==> src/rtl/rect_param_scheduler_pkg.sv <==
// Shared widths, FSM state encoding and field indices for the rectangle
// parameter scheduler.
package rect_param_scheduler_pkg;

  localparam int HALF_W  = 9;
  localparam int COLOR_W = 12;
  localparam int RND_W   = 13;

  typedef enum logic [1:0] {
    IDLE  = 2'd0,
    FETCH = 2'd1,
    READY = 2'd2
  } state_e;

  localparam logic [1:0] F_H = 2'd0;
  localparam logic [1:0] F_V = 2'd1;
  localparam logic [1:0] F_C = 2'd2;

endpackage

==> src/rtl/rect_slot_bank.sv <==
// Shadow and active rectangle parameter banks: clamped field writes into the
// shadow bank and a single-cycle bulk copy from shadow to active.
module rect_slot_bank
  import rect_param_scheduler_pkg::*;
#(
  parameter int                 NUM_SLOTS   = 7,
  parameter int                 MIN_HALF    = 4,
  parameter int                 RESET_HALF  = 32,
  parameter logic [COLOR_W-1:0] RESET_COLOR = 12'h888,
  parameter int                 SLOT_W      = 3
) (
  input  logic                           clk_in,
  input  logic                           reset,
  input  logic                           wr_en,
  input  logic [SLOT_W-1:0]              wr_slot,
  input  logic [1:0]                     wr_field,
  input  logic [RND_W-1:0]               wr_data,
  input  logic                           commit_en,
  output logic [HALF_W*NUM_SLOTS-1:0]    h_half,
  output logic [HALF_W*NUM_SLOTS-1:0]    v_half,
  output logic [COLOR_W*NUM_SLOTS-1:0]   color
);

  function automatic logic [HALF_W-1:0] clamp_half(input logic [HALF_W-1:0] raw);
    return (raw < HALF_W'(MIN_HALF)) ? HALF_W'(MIN_HALF) : raw;
  endfunction

  logic [HALF_W-1:0]  sh_h_q  [NUM_SLOTS];
  logic [HALF_W-1:0]  sh_h_d  [NUM_SLOTS];
  logic [HALF_W-1:0]  sh_v_q  [NUM_SLOTS];
  logic [HALF_W-1:0]  sh_v_d  [NUM_SLOTS];
  logic [COLOR_W-1:0] sh_c_q  [NUM_SLOTS];
  logic [COLOR_W-1:0] sh_c_d  [NUM_SLOTS];
  logic [HALF_W-1:0]  act_h_q [NUM_SLOTS];
  logic [HALF_W-1:0]  act_h_d [NUM_SLOTS];
  logic [HALF_W-1:0]  act_v_q [NUM_SLOTS];
  logic [HALF_W-1:0]  act_v_d [NUM_SLOTS];
  logic [COLOR_W-1:0] act_c_q [NUM_SLOTS];
  logic [COLOR_W-1:0] act_c_d [NUM_SLOTS];

  always_comb begin
    sh_h_d  = sh_h_q;
    sh_v_d  = sh_v_q;
    sh_c_d  = sh_c_q;
    act_h_d = act_h_q;
    act_v_d = act_v_q;
    act_c_d = act_c_q;
    for (int k = 0; k < NUM_SLOTS; k++) begin
      if (wr_en && (wr_slot == SLOT_W'(k))) begin
        case (wr_field)
          F_H:     sh_h_d[k] = clamp_half(wr_data[HALF_W-1:0]);
          F_V:     sh_v_d[k] = clamp_half(wr_data[RND_W-1 -: HALF_W]);
          F_C:     sh_c_d[k] = wr_data[COLOR_W-1:0];
          default: ;
        endcase
      end
    end
    // Copy reads the shadow registers, never a same-cycle write.
    if (commit_en) begin
      act_h_d = sh_h_q;
      act_v_d = sh_v_q;
      act_c_d = sh_c_q;
    end
  end

  always_ff @(posedge clk_in or posedge reset) begin
    if (reset) begin
      for (int k = 0; k < NUM_SLOTS; k++) begin
        sh_h_q[k]  <= HALF_W'(RESET_HALF);
        sh_v_q[k]  <= HALF_W'(RESET_HALF);
        sh_c_q[k]  <= RESET_COLOR;
        act_h_q[k] <= HALF_W'(RESET_HALF);
        act_v_q[k] <= HALF_W'(RESET_HALF);
        act_c_q[k] <= RESET_COLOR;
      end
    end else begin
      sh_h_q  <= sh_h_d;
      sh_v_q  <= sh_v_d;
      sh_c_q  <= sh_c_d;
      act_h_q <= act_h_d;
      act_v_q <= act_v_d;
      act_c_q <= act_c_d;
    end
  end

  for (genvar k = 0; k < NUM_SLOTS; k++) begin : g_pack
    assign h_half[k*HALF_W +: HALF_W]   = act_h_q[k];
    assign v_half[k*HALF_W +: HALF_W]   = act_v_q[k];
    assign color[k*COLOR_W +: COLOR_W]  = act_c_q[k];
  end

endmodule

==> src/rtl/rect_param_scheduler.sv <==
// Refresh sequencer: fetches 3 random words per slot into the shadow bank on a
// tempo pulse, then commits them to the active bank at the next frame boundary.
module rect_param_scheduler
  import rect_param_scheduler_pkg::*;
#(
  parameter int                 NUM_SLOTS   = 7,
  parameter int                 MIN_HALF    = 4,
  parameter int                 RESET_HALF  = 32,
  parameter logic [COLOR_W-1:0] RESET_COLOR = 12'h888
) (
  input  logic                           clk_in,
  input  logic                           reset,
  input  logic                           half_sec_pulse,
  input  logic                           frame_end,
  input  logic                           freeze,
  input  logic [RND_W-1:0]               rnd_in,
  input  logic                           rnd_valid,
  output logic                           rnd_req,
  output logic                           busy,
  output logic                           commit,
  output logic [HALF_W*NUM_SLOTS-1:0]    h_half,
  output logic [HALF_W*NUM_SLOTS-1:0]    v_half,
  output logic [COLOR_W*NUM_SLOTS-1:0]   color
);

  localparam int               SLOT_W    = (NUM_SLOTS > 1) ? $clog2(NUM_SLOTS) : 1;
  localparam logic [SLOT_W-1:0] LAST_SLOT = SLOT_W'(NUM_SLOTS - 1);

  state_e            state_q, state_d;
  logic              pending_q, pending_d;
  logic [SLOT_W-1:0] slot_q, slot_d;
  logic [1:0]        field_q, field_d;
  logic              rnd_req_q, rnd_req_d;
  logic              pulse_ok, capture, last_capture, commit_en;

  always_comb begin
    pulse_ok     = half_sec_pulse & ~freeze;
    capture      = (state_q == FETCH) & rnd_req_q & rnd_valid;
    last_capture = capture & (slot_q == LAST_SLOT) & (field_q == F_C);
    commit_en    = (state_q == READY) & frame_end;
    state_d      = state_q;
    pending_d    = pending_q;
    slot_d       = slot_q;
    field_d      = field_q;
    case (state_q)
      IDLE: begin
        if (pulse_ok) begin
          state_d = FETCH;
          slot_d  = '0;
          field_d = F_H;
        end
      end
      FETCH: begin
        if (pulse_ok) pending_d = 1'b1;
        if (capture) begin
          if (field_q == F_C) begin
            field_d = F_H;
            slot_d  = last_capture ? '0 : slot_q + SLOT_W'(1);
          end else begin
            field_d = field_q + 2'd1;
          end
          if (last_capture) state_d = READY;
        end
      end
      READY: begin
        if (pulse_ok) pending_d = 1'b1;
        // A pulse on the commit cycle merges with any pending request.
        if (commit_en) begin
          if (pending_q | pulse_ok) begin
            state_d   = FETCH;
            slot_d    = '0;
            field_d   = F_H;
            pending_d = 1'b0;
          end else begin
            state_d = IDLE;
          end
        end
      end
      default: state_d = IDLE;
    endcase
    rnd_req_d = (state_d == FETCH);
  end

  always_ff @(posedge clk_in or posedge reset) begin
    if (reset) begin
      state_q   <= IDLE;
      pending_q <= 1'b0;
      slot_q    <= '0;
      field_q   <= F_H;
      rnd_req_q <= 1'b0;
    end else begin
      state_q   <= state_d;
      pending_q <= pending_d;
      slot_q    <= slot_d;
      field_q   <= field_d;
      rnd_req_q <= rnd_req_d;
    end
  end

  assign rnd_req = rnd_req_q;
  assign busy    = (state_q != IDLE);
  assign commit  = commit_en;

  rect_slot_bank #(
    .NUM_SLOTS   (NUM_SLOTS),
    .MIN_HALF    (MIN_HALF),
    .RESET_HALF  (RESET_HALF),
    .RESET_COLOR (RESET_COLOR),
    .SLOT_W      (SLOT_W)
  ) u_bank (
    .clk_in    (clk_in),
    .reset     (reset),
    .wr_en     (capture),
    .wr_slot   (slot_q),
    .wr_field  (field_q),
    .wr_data   (rnd_in),
    .commit_en (commit_en),
    .h_half    (h_half),
    .v_half    (v_half),
    .color     (color)
  );

endmodule
==> config.mk <==
export PLATFORM = sky130hd
export DESIGN_NAME = rect_param_scheduler
export DESIGN_NICKNAME = d
export VERILOG_FILES = /design/src/rtl/rect_param_scheduler_pkg.sv /design/src/rtl/rect_slot_bank.sv /design/src/rtl/rect_param_scheduler.sv
export SDC_FILE = /design/constraint.sdc
export NUM_CORES = 1
export LEC_CHECK = 0
export CORE_ASPECT_RATIO = 0.6
export CORE_UTILIZATION = 39
export CTS_CLUSTER_DIAMETER = 80
export DETAILED_ROUTE_END_ITERATION = 6
export PLACE_DENSITY = 0.68
export SYNTH_ARGS = -nofsm -noshare
export SYNTH_HDL_FRONTEND = slang
export SYNTH_SLANG_ARGS = --single-unit
==> constraint.sdc <==
create_clock -name clk_in -period 14.5 [get_ports clk_in]
set_clock_uncertainty 0.05 [all_clocks]
set_input_delay 1.45 -clock clk_in [delete_from_list [all_inputs] [get_ports clk_in]]
set_output_delay 1.45 -clock clk_in [all_outputs]
set_load 0.1 [all_outputs]
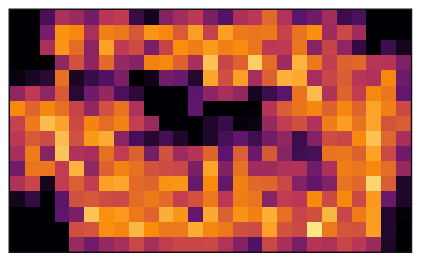
run_1/density.png
Drawn at 1.5 px/um. 27 x 16 tiles, from black (low) to pale yellow (high), 0 to 100% covered.
nearly empty tiles: 11%
mean over tiles: 47%
fullest tile: 95%

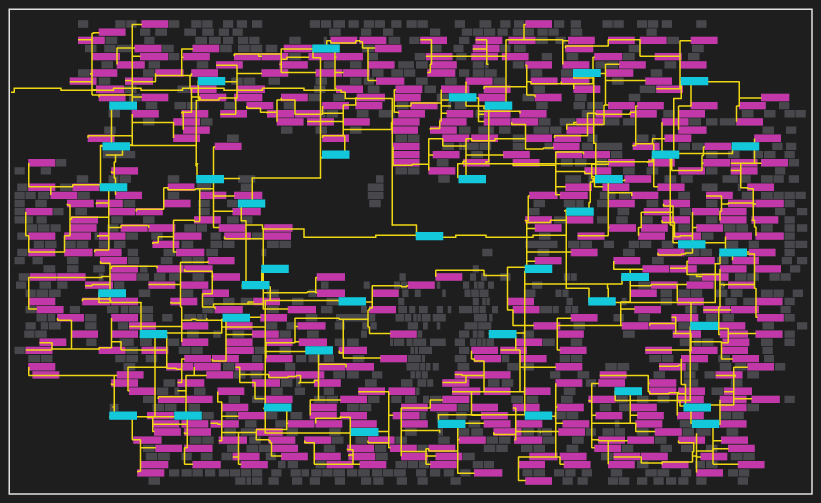
run_1/clock_map.png
Drawn at 3 px/um.
[flip-flops] magenta | count: 429
[clock wires] yellow | length: 5160 um
[cells driving clock nets] cyan | count: 41
flops lie: spread over the die
routed clock nets: 42

==> out/results.ini, run 1 <==
[outcome]
outcome=complete, no violations

[power_and_ir_drop]
total_power_uw=2740
combinationalPower_uw=276
netSwitchingFraction_pct=24.1
p_int_uw=2080

[synth]
number_of_enable_type_register_cells_in_the_synthesized_netlist=0
most_numerous_cell_types_in_the_synthesized_netlist=sky130_fd_sc_hd__mux2_2 (406), sky130_fd_sc_hd__dfrtp_1 (359), sky130_fd_sc_hd__dfstp_2 (70)
synth_top_cell_by_area=sky130_fd_sc_hd__dfrtp_1
synth-seq-area-share_pct=65.8
yosysUniqueCellTypes=37
mux_share_pct=29.1
synthesis.instances=989
ys_cells=989

[routing]
drt_first_pass_iters=4
routed_via_density=4.93
average_wire_per_standard_cell_um=21.0
dr.first_iter.drc_count=460

[global_routing]
overall_fraction_of_global_route_tracks_in_use_pct=18.0
via_count_of_the_first_global_routing_pass=9625
initial_antenna_violation_count=1

[cells_and_area]
lay_top_cells=sky130_fd_sc_hd__mux2_2 (406), sky130_fd_sc_hd__dfrtp_1 (359), sky130_fd_sc_hd__clkdlybuf4s50_1 (230), sky130_fd_sc_hd__dfstp_2 (70), sky130_fd_sc_hd__clkbuf_16 (42)
final_net_count=1261
finish.cell_count_without_fillers=1824
postLayoutCoreUtil_pct=50.6

[placed_design]
detailedPlacementHpwl_um=24700
place_worst_setup_slack_ns=8.67

[final_timing]
hold_viol_final=0
transition_at_the_pin_with_the_smallest_max_transition_slack_ns=1.13
setup_repair_after_global_routing_missed_its_margin=no

[clock_tree]
clock_tree_from_tritoncts=yes
cts_buffer_depth=3
clock_transition_at_the_register_clock_pins_on_the_worst_setup_and_hold_paths_after_cts_ns=0.06
cts_repair_resize_count=0

[floorplanning]
core_area_sq_um=41000
core_util_floorplan_pct=40.1
design.portCount=232
floorplan.die.height_um=161

[critical_path]
crit_end=commit
setup.worst_path.class=in -> out

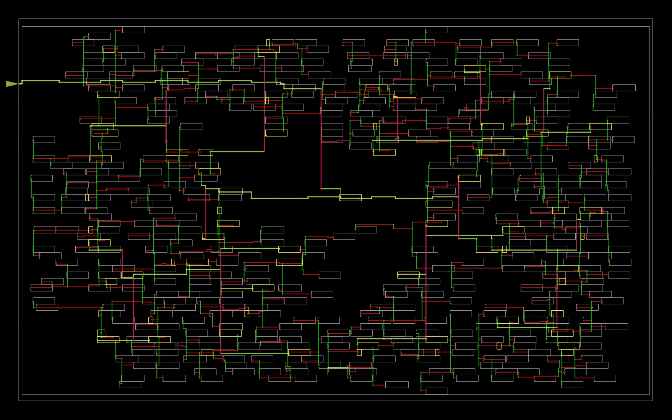
run_1/final_clocks.png
clock buffers created by TritonCTS: 41
CTS Sinks: 429
clock latency reported for the late side of the worst-skew pair: 0.53 ns
total clock network power: 1070 uW

==> run 1: cell type report <==
type / instances / area (sq um)
Clock inverter: 13 / 158
Sequential cell: 429 / 10800
Inverter: 9 / 43.8
Multi-Input combinational cell: 505 / 5410
Tap cell: 560 / 701
Timing Repair Buffer: 247 / 2430
Fill cell: 3406 / 20300
Clock buffer: 61 / 1190
==> run 1: per-layer routing <==
layer,wire length (um),global-route usage (%)
met5,0,0
met4,500,3.37
met3,2200,4.35
met2,17200,27.4
met1,18300,26.4
==> run 1: critical path, cell delays in order <==
cell and delay, ns:
sky130_fd_sc_hd__clkdlybuf4s50_1 0.57, sky130_fd_sc_hd__nand2_4 0.32, sky130_fd_sc_hd__inv_4 0.64, sky130_fd_sc_hd__clkdlybuf4s50_1 1.27
run_1/cell_classes.png
Drawn at 2 px/um. Fill, decap, tap and diode cells in gray.
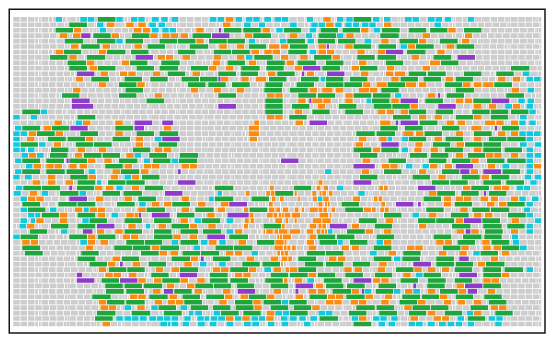

==> inputs of run 2 (changes only) <==
==> constraint.sdc (replaced) <==
create_clock -name clk_in -period 5.5 [get_ports clk_in]
set_clock_uncertainty 0.05 [all_clocks]
set_input_delay 0.55 -clock clk_in [delete_from_list [all_inputs] [get_ports clk_in]]
set_output_delay 0.55 -clock clk_in [all_outputs]
set_load 0.1 [all_outputs]
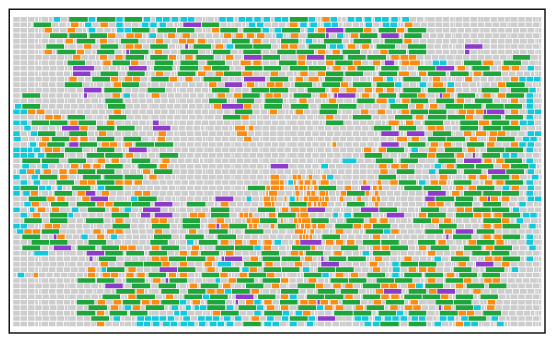
run_2/cell_classes.png
Drawn at 2 px/um. Fill, decap, tap and diode cells in gray.
[flip-flops] green | cells: 429
[all other logic] orange | cells: 514
[other buffers and delay cells] cyan | cells: 248
[clock drivers and dummy loads] purple | cells: 74

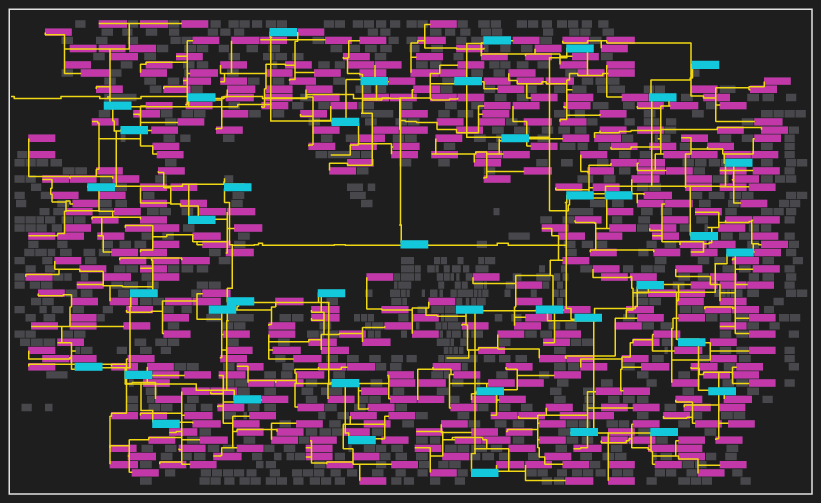
run_2/clock_map.png
Drawn at 3 px/um.
[flip-flops] magenta | count: 429
[cells driving clock nets] cyan | count: 41
[clock wires] yellow | length: 5190 um
routed clock nets: 42

==> run 2 against run 1 <==
Net effect: global-route usage is 0.067 points higher; count of clock-buffer cells in the layout is 1 lower; sequential power went up to 2.6 times the previous value; register-to-register slack worse by 8.6 ns; critical endpoint unchanged; largest cell class unchanged.
==> out/results.ini, run 2 <==
[outcome]
outcome=complete, no violations  ; unchanged

[global_routing]
via_count_of_the_first_global_routing_pass=9613  ; was 9625
globalRoute.busiestLayer=met2  ; unchanged
fraction_of_met2_tracks_used_by_global_routing_pct=27.1  ; was 27.4%
globalRouteMet3Util_pct=3.90  ; was 4.35%

[critical_path]
crit_chain=inv_1 -> ha_1 -> nand2_4 -> inv_4 -> buf_4  ; was clkdlybuf4s50_1 -> nand2_4 -> inv_4 -> clkdlybuf4s50_1
critPathMaxStageDelay_ns=0.75  ; was 1.27 ns
setup.worst_path.class=reg -> out  ; was in -> out
critical_path_buf_inv_count=3  ; unchanged
crit_end=commit  ; unchanged
crit_path_leading_delay_family=buffers and inverters  ; unchanged

[floorplanning]
design.portCount=232  ; unchanged
floorplan.die.height_um=161  ; unchanged

[clock_tree]
clock_tree_from_tritoncts=yes  ; unchanged
cts_sinks=429  ; unchanged
worstSkewPairLatency_ns=0.53  ; about the same
cts_buffers=41  ; unchanged
cts_repair_resize_count=0  ; unchanged
cts_buffer_depth=3  ; unchanged

[routing]
dr.max_layer_used=met4  ; unchanged
wirelength_met1_um=18300  ; about the same
routed_via_density=5.01  ; was 4.93
drt_first_pass_iters=4  ; unchanged
dr_wl_met3_um=2110  ; was 2200 um
average_wire_per_standard_cell_um=21.0  ; about the same
dr.first_iter.drc_count=578  ; was 460

[synth]
ys_cells=989  ; unchanged
synth-seq-area-share_pct=65.8  ; unchanged
mux_share_pct=29.1  ; unchanged
most_numerous_cell_types_in_the_synthesized_netlist=sky130_fd_sc_hd__mux2_2 (406), sky130_fd_sc_hd__dfrtp_1 (359), sky130_fd_sc_hd__dfstp_2 (70)  ; unchanged

[cells_and_area]
postLayoutCoreUtil_pct=50.8  ; was 50.6%
final_net_count=1262  ; was 1261
lay_top_cells=sky130_fd_sc_hd__mux2_2 (406), sky130_fd_sc_hd__dfrtp_1 (359), sky130_fd_sc_hd__clkdlybuf4s50_1 (230), sky130_fd_sc_hd__dfstp_2 (70), sky130_fd_sc_hd__clkbuf_16 (43)  ; was sky130_fd_sc_hd__mux2_2 (406), sky130_fd_sc_hd__dfrtp_1 (359), sky130_fd_sc_hd__clkdlybuf4s50_1 (230), sky130_fd_sc_hd__dfstp_2 (70), sky130_fd_sc_hd__clkbuf_16 (42)

[placed_design]
place_worst_setup_slack_ns=2.15  ; was 8.67 ns

[power_and_ir_drop]
p_int_uw=5540  ; was 2080 uW
netSwitchingFraction_pct=24.0  ; was 24.1%

[final_timing]
hold_viol_final=0  ; unchanged
transition_at_the_pin_with_the_smallest_max_transition_slack_ns=1.10  ; was 1.13 ns

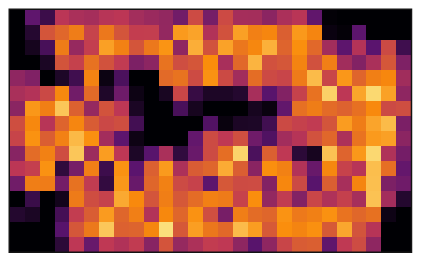
run_2/density.png
Drawn at 1.5 px/um. 27 x 16 tiles, from black (low) to pale yellow (high), 0 to 100% covered.
initial standard-cell utilization of the core: 40.1%
total core area: 41000 sq um

==> run 2: layout make-up <==
class / instances / area [sq um]
antenna: 2 / 5.00
clock buffer: 60 / 1200
clock inverter: 14 / 176
fill: 3379 / 20200
inverter: 9 / 40.0
multi-input combinational: 505 / 5410
sequential: 429 / 10800
tap: 560 / 701
timing repair buffer: 248 / 2470
==> run 2: power groups by stage <==
stage,Combinational [uW],Sequential [uW],Clock (uW)
detailed placement,739,3710,0
CTS,742,3650,2980
global route,797,3690,3100
global placement,711,3690,0
finish,732,3650,2900
floorplan,545,3680,0
==> run 2: metrics by stage <==
stage          area, sq um  total power (uW)  instances
2_1_floorplan        16500              4220        989
3_3_place_gp         19400              4400       1751
3_5_place_dp         19400              4450       1751
4_1_cts              20800              7370       1825
5_1_grt              20800              7590       1826
6_report             20800              7280       1827
Power and IR drop assume default switching activity.
